<file path="config.mk">
export PLATFORM = sky130hd
export DESIGN_NAME = seg_scan_driver
export DESIGN_NICKNAME = d
export VERILOG_FILES = /design/src/rtl/seg_scan_driver.sv
export SDC_FILE = /design/constraint.sdc
export NUM_CORES = 1
export LEC_CHECK = 0
export CORE_MARGIN = 4
export CORE_UTILIZATION = 55
export CTS_CLUSTER_DIAMETER = 50
export DETAILED_ROUTE_END_ITERATION = 7
export DONT_BUFFER_PORTS = 1
export PLACE_DENSITY = 0.7
export SETUP_SLACK_MARGIN = 0.15
export SYNTH_ARGS = -nofsm -noshare
export SYNTH_HDL_FRONTEND = slang
export SYNTH_SLANG_ARGS = --single-unit
</file>
<file path="constraint.sdc">
create_clock -name clk -period 7.5 [get_ports clk]
set_input_delay 1.5 -clock clk [delete_from_list [all_inputs] [get_ports clk]]
set_output_delay 1.5 -clock clk [all_outputs]
set_load 0.03 [all_outputs]
</file>
<file path="src/rtl/seg_scan_driver.sv">
// Multiplexed 7-segment scan driver: frame-synchronous capture, hex decode, dp/blank/blink,
// leading-zero suppression and dead time between digit slots.
module seg_scan_driver #(
   parameter int unsigned NUM_DIGITS     = 6,
   parameter int unsigned SCAN_CYCLES    = 1000,
   parameter int unsigned BLANK_CYCLES   = 50,
   parameter int unsigned BLINK_CYCLES   = 25_000_000,
   parameter int unsigned SEL_ACTIVE_LOW = 1,
   parameter int unsigned SEG_ACTIVE_LOW = 1
) (
   input  logic                      clk,
   input  logic                      rstn,
   input  logic [4*NUM_DIGITS-1:0]   data_in,
   input  logic [NUM_DIGITS-1:0]     dot_en,
   input  logic [NUM_DIGITS-1:0]     blank_en,
   input  logic [NUM_DIGITS-1:0]     blink_en,
   input  logic                      lz_suppress,
   output logic [7:0]                seg,
   output logic [NUM_DIGITS-1:0]     sel,
   output logic                      frame_start
);

   localparam int unsigned CW = $clog2(SCAN_CYCLES);
   localparam int unsigned IW = $clog2(NUM_DIGITS);
   localparam int unsigned BW = (BLINK_CYCLES > 1) ? $clog2(BLINK_CYCLES) : 1;
   localparam int unsigned DW = 4 * NUM_DIGITS;

   // XOR masks that also serve as the all-inactive output values
   localparam logic [7:0]            SEG_OFF = (SEG_ACTIVE_LOW != 0) ? 8'hFF : 8'h00;
   localparam logic [NUM_DIGITS-1:0] SEL_OFF = (SEL_ACTIVE_LOW != 0) ? '1 : '0;

   logic [CW-1:0]         cnt_q, cnt_d;
   logic [IW-1:0]         idx_q, idx_d;
   logic [BW-1:0]         blk_cnt_q, blk_cnt_d;
   logic                  blk_ph_q, blk_ph_d;
   logic [DW-1:0]         data_q, data_d;
   logic [NUM_DIGITS-1:0] dot_q, dot_d, blank_q, blank_d, blink_q, blink_d;
   logic                  lz_q, lz_d, ph_q, ph_d;
   logic [7:0]            seg_q, seg_d;
   logic [NUM_DIGITS-1:0] sel_q, sel_d;

   logic                  capture_c, cnt_wrap_c, blk_wrap_c;
   logic [NUM_DIGITS-1:0] supp_c;
   logic [3:0]            nib_c;
   logic                  dp_c, bl_c, bk_c, sp_c, zero_run_c;
   logic [7:0]            raw_c;

   function automatic logic [6:0] hex7(input logic [3:0] n);
      case (n)
         4'h0: hex7 = 7'h3F;  4'h1: hex7 = 7'h06;  4'h2: hex7 = 7'h5B;  4'h3: hex7 = 7'h4F;
         4'h4: hex7 = 7'h66;  4'h5: hex7 = 7'h6D;  4'h6: hex7 = 7'h7D;  4'h7: hex7 = 7'h07;
         4'h8: hex7 = 7'h7F;  4'h9: hex7 = 7'h6F;  4'hA: hex7 = 7'h77;  4'hB: hex7 = 7'h7C;
         4'hC: hex7 = 7'h39;  4'hD: hex7 = 7'h5E;  4'hE: hex7 = 7'h79;  default: hex7 = 7'h71;
      endcase
   endfunction

   assign capture_c   = (idx_q == '0) && (cnt_q == '0);
   assign frame_start = rstn && capture_c;
   assign seg         = seg_q;
   assign sel         = sel_q;

   // Next-state: slot/digit/blink counters and frame shadow capture
   always_comb begin
      cnt_wrap_c = (cnt_q == CW'(SCAN_CYCLES - 1));
      blk_wrap_c = (blk_cnt_q == BW'(BLINK_CYCLES - 1));
      cnt_d      = cnt_wrap_c ? '0 : cnt_q + CW'(1);
      idx_d      = idx_q;
      if (cnt_wrap_c) idx_d = (idx_q == IW'(NUM_DIGITS - 1)) ? '0 : idx_q + IW'(1);
      blk_cnt_d  = blk_wrap_c ? '0 : blk_cnt_q + BW'(1);
      blk_ph_d   = blk_wrap_c ? ~blk_ph_q : blk_ph_q;
      data_d     = capture_c ? data_in     : data_q;
      dot_d      = capture_c ? dot_en      : dot_q;
      blank_d    = capture_c ? blank_en    : blank_q;
      blink_d    = capture_c ? blink_en    : blink_q;
      lz_d       = capture_c ? lz_suppress : lz_q;
      ph_d       = capture_c ? blk_ph_q    : ph_q;
   end

   // Output decode for the current (idx, cnt) slot from shadow values
   always_comb begin
      supp_c     = '0;
      zero_run_c = 1'b1;
      nib_c      = '0;
      dp_c       = 1'b0;
      bl_c       = 1'b0;
      bk_c       = 1'b0;
      sp_c       = 1'b0;
      raw_c      = '0;
      sel_d      = SEL_OFF;
      seg_d      = SEG_OFF;
      for (int i = int'(NUM_DIGITS) - 1; i >= 0; i--) begin
         zero_run_c = zero_run_c && (data_q[4*i +: 4] == 4'h0);
         supp_c[i]  = zero_run_c && lz_q && (i != 0);
      end
      for (int i = 0; i < int'(NUM_DIGITS); i++) begin
         if (idx_q == IW'(i)) begin
            nib_c = data_q[4*i +: 4];
            dp_c  = dot_q[i];
            bl_c  = blank_q[i];
            bk_c  = blink_q[i];
            sp_c  = supp_c[i];
         end
      end
      if (bl_c || (bk_c && ph_q)) raw_c = 8'h00;
      else if (sp_c)              raw_c = {dp_c, 7'h00};
      else                        raw_c = {dp_c, hex7(nib_c)};
      if (cnt_q >= CW'(BLANK_CYCLES)) begin
         for (int i = 0; i < int'(NUM_DIGITS); i++) sel_d[i] = (idx_q == IW'(i)) ^ SEL_OFF[i];
         seg_d = raw_c ^ SEG_OFF;
      end
   end

   always_ff @(posedge clk) begin
      if (!rstn) begin
         cnt_q     <= '0;
         idx_q     <= '0;
         blk_cnt_q <= '0;
         blk_ph_q  <= 1'b0;
         data_q    <= '0;
         dot_q     <= '0;
         blank_q   <= '0;
         blink_q   <= '0;
         lz_q      <= 1'b0;
         ph_q      <= 1'b0;
         seg_q     <= SEG_OFF;
         sel_q     <= SEL_OFF;
      end else begin
         cnt_q     <= cnt_d;
         idx_q     <= idx_d;
         blk_cnt_q <= blk_cnt_d;
         blk_ph_q  <= blk_ph_d;
         data_q    <= data_d;
         dot_q     <= dot_d;
         blank_q   <= blank_d;
         blink_q   <= blink_d;
         lz_q      <= lz_d;
         ph_q      <= ph_d;
         seg_q     <= seg_d;
         sel_q     <= sel_d;
      end
   end

endmodule

</file>
layers.png
The bar under the picture is 20 um long. Only two layers are drawn.
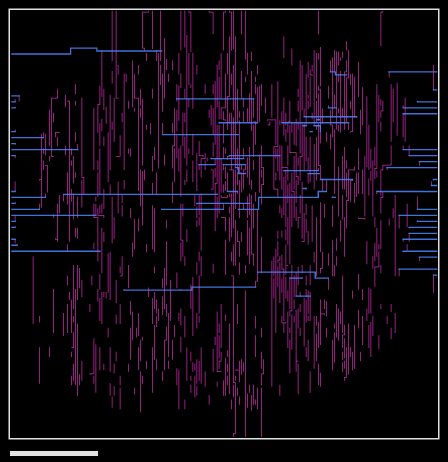
colour	layer	wire length
blue	M3	527 um
magenta	M2	3960 um
wirelength, routed: 9.327 mm
Overall Global Routing Usage: 19.89%
DR WL/cell: 15.04 um
routed via count: 3526

ff_map.png
The bar under the picture is 20 um long. Other sequential cells in the stronger grey, the rest of the logic in the fainter grey.
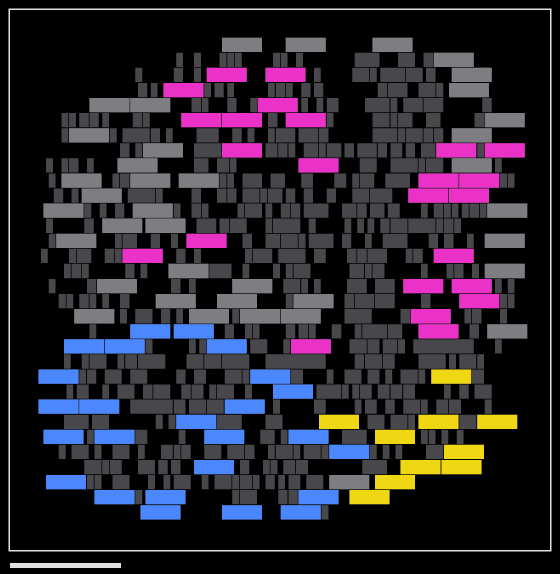
colour	netlist name	placed flops
blue	blk_cnt_q	25
yellow	cnt_q	10
magenta	data_q	24
not coloured	38

clock_nets.png
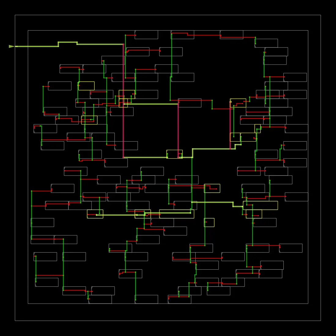
flip-flops: 97
CTS buffer count: 9
clk sink count: 97
clock skew: 0.008655 ns

clock_wires.png
The bar under the picture is 20 um long.
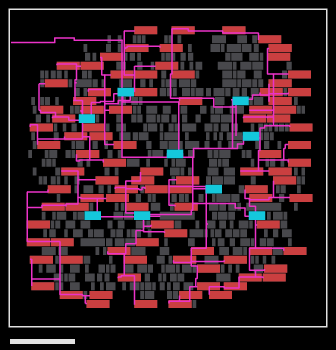
[magenta] clock wires | length: 1100 um
[cyan] clock-net drivers | count: 9
[red] flip-flops | count: 97
flops lie	spread over the die
routed clock nets	10
clock-net power: 0.382 mW
Clk pwr share: 36.5%
clk latency late pin: 0.36 ns

class_map.png
Fill, decap, tap and diode cells in grey.
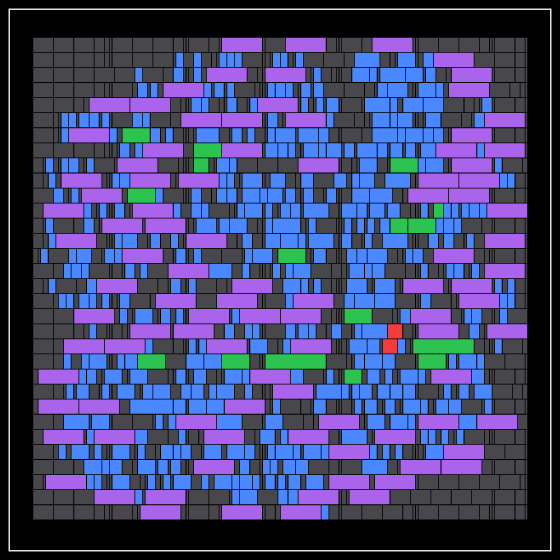
colour	class	cells	share of their area
green	clock drivers and dummy loads	16	5.1%
blue	remaining logic cells	403	51%
red	remaining buffers and delay cells	2	0.34%
purple	registers	97	43%
sequential fraction of total cell area: 42.20%
design area: 4602 um^2

## power by group through the flow
stage / sequential (mW) / combinational, mW / clock (mW)
2_1_floorplan: 0.562 / 0.0922 / 0
3_3_place_gp: 0.568 / 0.103 / 0
3_5_place_dp: 0.568 / 0.107 / 0
4_1_cts: 0.556 / 0.108 / 0.388
5_1_grt: 0.560 / 0.124 / 0.409
6_report: 0.557 / 0.108 / 0.382
## how the worst max path moves through the flow
stage | endpoint | slack [ns] | cells past startpoint
final | frame_start | 3.52 | 2
after detailed placement | frame_start | 3.52 | 2
after global placement | frame_start | 3.54 | 2
after floorplan | frame_start | 3.84 | 3
after global routing | frame_start | 3.41 | 2
after CTS | frame_start | 3.52 | 2
==> qor.yml <==
status: "completed"
final_cell_mix: "116 x nand2_1, 97 x dfxtp_1, 54 x nor2_1"
largest_reg_flops: 25
cts_hold_buf: 0
slew_headroom_pct: 41.27
drt_first_pass_iters: 5
tritoncts: "yes"
worstHoldStart: "blk_cnt_q[0]"
warnings: 33
critPathTopFamily: "buffers and inverters"
drc: 0
area_growth_syn_to_layout_pct: 4.697
intPower_mw: 0.7751
cpMaxStageDelayCell: "inv_2"
gp_congestion: 0.8511
whs_path_depth: 1
edf_count: 0
met2_usage_pct: 28.62
fp_util_pct: 56.59
syn_inst: 527
fin_setup_tns_ns: 0
crit_type: "primary input to output port"
ys_sh_adder_pct: 3.131
compound_area_share_pct: 12.55
yosysUniqueCellTypes: 60
ios: 60
p_seq_share_pct: 53.2
grt_most_used_layer: "met1"
nWellTaps: 102
finalHoldViolations: 0
synth_area_um2: 4395
clkbuf_count: 10
startpoint_type: "primary input"
critPathLaunch: "rstn"
use_met1_pct: 28.63
seq_area_um2: 1942
synth.logic.top_family: "simple AND/OR/NAND/NOR gates"
regToRegSetupSlack_ns: 4.13
rsz0062_at_grt: "false"
grt.overflow.total: 0
die_h_um: 97.40
hold_class: "flip-flop to flip-flop"
finalSetupViolCount: 0
sh_comb_area_pct: 48.94
syn_area_per_cell_um2: 8.341
top_cells_by_count: "116 x nand2_1, 97 x dfxtp_1, 54 x nor2_1, 53 x a21oi_1, 21 x nand3_1"
post_cts_buffers: 0
crit_buf_inv: 1
worstReg2RegEnd: "seg[0]"
power.density_nw_per_um2: 227.4
reg.largest.list: "blk_cnt_q (25), data_q (24), cnt_q (10)"
finalCritPeriodShare_pct: 53.09
place_ws_ns: 3.519
ys_ff: 97
ff_type: "dfxtp_1"
synth.most_common_cell: "nand2_1"
dp_hpwl_mm: 6.523
critical_path_required_ns: 6.00
reg2regPathDepth: 8
grt_pass1_vias: 3276
placement.io_buffers: 0
maxSlewViolCount: 0
row_count: 32
die_x_um: 97.40
dieArea_um2: 9486
buffer_area_share_pct: 0.3263
grt_max_degree: 53
cp_slowest_stage_delay_ns: 0.61
inverters: 10
ctsHtreeMaxLevel: 3
max_freq_ghz: 0.2512
coreArea_um2: 7767
wl_met3_um: 526
utilization_pct: 59.25
hold_path_end: "blk_cnt_q[0]"
wl_met2_mm: 3.959
ys_area_um2: 4395
clk_share_pct: 4.948
wl_met1_mm: 4.719
vdd_drop_max_mv: 0.1334
grt_pass1_wl_mm: 15.69
biggestCellCategory: "multi-input combinational cells"
maxCapViolations: 0
synth-simple-area-share_pct: 25.93
fillers: 757
p_sw_share_pct: 25.94
clk_path_buf_depth: 2
tightest_slew_ns: 0.8810
r2r_start: "idx_q[2]"
drt_iter0_drc: 198
top_layer: "met4"
lay_top_count: "nand2_1"
net-switching-power_mw: 0.2715
Power is estimated from default activity; no workload was simulated.
